Design cordic_controller, sky130hd; sources not shown.
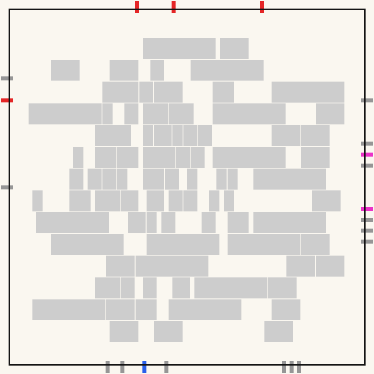
Fig. 1. Ports around the boundary (run 1).
(8 px per um) Pins as bars across the die edge, other pins in gray.
port	color	pins	direction	edge
iteration_counter	red	4	output	3 top, 1 left
clear_z	blue	1	output	bottom
sel_y	magenta	2	output	right
die width: 44.3 um
number of port buffers: 19

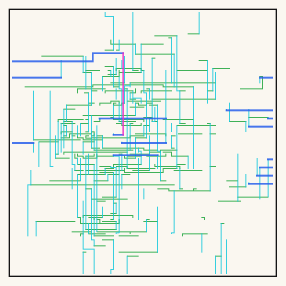
Fig. 2. Metal layers overlaid (run 1).
(6 px per um)
layer	color	wire length
metal 2	cyan	578 um
metal 4	magenta	13.6 um
metal 1	green	554 um
metal 3	blue	82.1 um
total wire length: 1230 um
Vias: 537
per-cell routed wire length: 12.4 um
all-layer global routing usage: 0.145

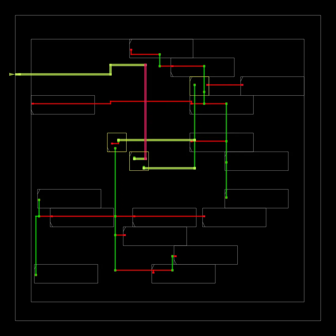
Fig. 3. Clock nets (run 1).
CLK BUF: 3
Layout Skew: 2.24 ps
CTS buffer count: 3

==> CHANGELOG.md, run 1 <==
### Physical design

* Run status: completed
* GRT overflow at 0
* ANT nets after route at 0
* Final core utilization at 0.595
* Switching power at 0.464 mW
* Setup TNS at 0 ps
* Via-per-instance ratio at 5.42
* Dominant comb cell: simple AND/OR/NAND/NOR gates
* Mapped Area at 713 sq um
* Vias in the first global route at 470
* Power per cell area at 1420 nW/um^2
* # Cells Yosys at 69
* Slowest cell on the critical path: or4_1
* CP bufs+invs at 1
* Worst-Margin Slew at 682 ps
* TritonRoute pass-1 iters at 4
* Avg Inst Size Synth at 10.3 sq um
* Initial antenna violation count at 0
* Tool warnings at 27
* Dominant flop cell: dfrtp_1
* Int Power at 0.813 mW
* Max Freq at 648 MHz
* Total power at 1.28 mW
* Cell variety after synth at 26
* CP max stage delay at 470 ps
* Clock Tree Root: clkbuf_4
* CTS tree: yes
* Unrepaired setup endpoints after global routing: false
* Synth area leaders: dfrtp_1 56%, buf_4 5.3%, nand3_1 4.2%
* Hold_ws at 329 ps
* Setup WS pre-CTS at 483 ps
* Largest net degree at the start of global routing at 17
* CP startpoint kind: flop
* Clk buf depth at 2
* Top cells by count, synth: 16 x dfrtp_1, 6 x nand2_1, 6 x nand3_1, 5 x buf_4
* Area fraction in mux cells at 0
* R2R cell count at 5
* Ys Warns at 0
* Post-place instance area at 873 sq um
* EDFF count, synth at 0
* Setup Viol. Count Final at 0
* Dpl cells at 96
[run 1: layout make-up]
class                           count  area [sq um]
Inverter                            3          11.3
Clock buffer                        3          22.5
Tap cell                           16          20.0
Multi-Input combinational cell     42           251
Timing Repair Buffer               19           190
Sequential cell                    16           400
Fill cell                         134           611
[run 1: power groups by stage]
stage               Combinational, mW  Sequential [mW]  Clock, mW
finish                          0.537            0.577      0.162
global route                    0.594            0.598      0.179
CTS                             0.546            0.576      0.169
detailed placement              0.545            0.582          0
global placement                0.538            0.576          0
floorplan                       0.314            0.563          0
[run 1: layer usage]
metal  vias to the layer above  part of all wire  track usage
met5                         -                 0            0
met4                         0             0.011       0.0545
met3                         2             0.067       0.0408
met2                        17              0.47        0.226
met1                       256              0.45        0.193
li1                        262                 -            -
## Run 2: what changed since run 1
--- a/config.mk
+++ b/config.mk
@@ -6,11 +6,11 @@
 export NUM_CORES = 1
 export LEC_CHECK = 0
 export CORE_MARGIN = 2
-export CORE_UTILIZATION = 44
+export CORE_UTILIZATION = 40
 export DETAILED_ROUTE_END_ITERATION = 12
 export GPL_ROUTABILITY_DRIVEN = 0
 export GPL_TIMING_DRIVEN = 1
-export PLACE_DENSITY = 0.75
+export PLACE_DENSITY = 0.72
 export SLEW_MARGIN = 30
 export SYNTH_ARGS = -nofsm -noshare
 export SYNTH_HDL_FRONTEND = slang
==> constraint.sdc (replaced) <==
create_clock -name clk -period 1.26 [get_ports clk]
set_input_delay 0.126 -clock clk [delete_from_list [all_inputs] [get_ports clk]]
set_output_delay 0.126 -clock clk [all_outputs]
set_load 0.01 [all_outputs]
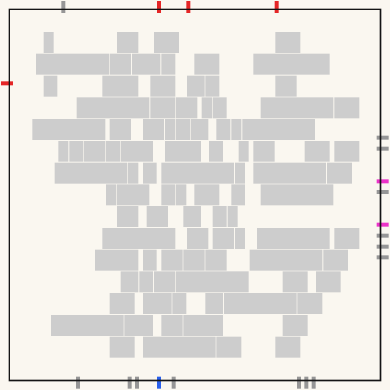
Fig. 4. Ports around the boundary (run 2).
(8 px per um) Pins as bars across the die edge, other pins in gray.
port	color	pins	direction	edge
clear_z	blue	1	output	bottom
iteration_counter	red	4	output	3 top, 1 left
sel_y	magenta	2	output	right
all pins by edge	8 bottom, 8 right, 4 top, 1 left
die width: 46.2 um
DIE HEIGHT: 46.2 um

==> run 2 against run 1 <==
Effect of this change:
- the flow now finishes with violations (negative setup slack)
- count of clock-buffer cells in the layout up 1
- synthesized area unchanged
- first-iteration DRC count down 14%
- synthesized cell count unchanged
- via count up 11%
- worst setup slack worse by 540 ps
- register-to-register slack worse by 540 ps
- combinational power up 110%
- sequential share of layout area down 5.5 points
- die area up 9.1%
- critical path type unchanged
- largest power group is now combinational cells
- highest routed layer unchanged
==> CHANGELOG.md, run 2 <==
### Physical design

* Run status: finished with violations
* Failing checks: negative setup slack
* Final core utilization at 0.599 (+0.00458)
* M1 WL at 655 um (+18%)
* Ys Warns at 0 (unchanged)
* Dominant flop cell: dfrtp_1
* Initial antenna violation count at 0 (unchanged)
* TritonRoute pass-1 iters at 4 (unchanged)
* Setup WS pre-CTS at -79.2 ps (-562 ps)
* Dominant comb cell: simple AND/OR/NAND/NOR gates
* Grt met3 use at 0.0235 (-0.0173)
* Post-place instance area at 980 sq um (+12%)
* Dpl cells at 116 (+21%)
* Cell variety after synth at 26 (unchanged)
* GRT busiest layer: met2
* Setup Viol. Count Final at 2 (+2)
* Power per cell area at 2180 nW/um^2 (+53%)
* Tool warnings at 30 (+11%)
* Avg Inst Size Synth at 10.3 sq um (unchanged)
* Via-per-instance ratio at 4.93 (-9.0%)
* CP bufs+invs at 0 (-1)
* Worst Setup Slack, final at -82.7 ps
* CP startpoint kind: flop
* Clock Tree Root: clkbuf_4
* Synth area leaders: dfrtp_1 56%, buf_4 5.3%, nand3_1 4.2%
* Met2 WL at 719 um (+24%)
* Highest routed layer: met4
* Layout Skew at 2.47 ps (+0.229 ps)
* Per-cell routed wire length at 12.2 um (-1.8%)
* Top cells by count, synth: 16 x dfrtp_1, 6 x nand2_1, 6 x nand3_1, 5 x buf_4
* Mapped Area at 713 sq um (unchanged)
* Total wire length at 1470 um (+20%)
* Max Freq at 745 MHz (+15%)
* Unrepaired setup endpoints after global routing: true
* GR Layer Usage met2 at 0.250 (+0.0235)
* Area fraction in mux cells at 0 (unchanged)
* CTS tree: yes
* Total power at 2.24 mW (+75%)
## run 2: power by group
group          total, mW  switching, mW  internal (mW)
clock network      0.335          0.160          0.176
logic               1.11          0.590          0.516
registers          0.796         0.0955          0.700
total               2.24          0.845           1.39
## run 2: timing repair
action                     4_1_cts  5_1_grt
hold buffers                     0        0
gates resized                   23        3
pin swaps                        3        0
setup endpoints to repair       20        6
buffers inserted                 1        0
## run 2: final cells by class
type	instances	area, sq um	area share
clock buffers	4	36.3	0.0355
inverters	3	11.3	0.0110
multi-input cells	42	283	0.276
flip-flops and latches	16	402	0.392
well taps	25	31.3	0.0306
repair buffers	31	260	0.254
No activity file was given, so power comes from the tool's default toggle rates.
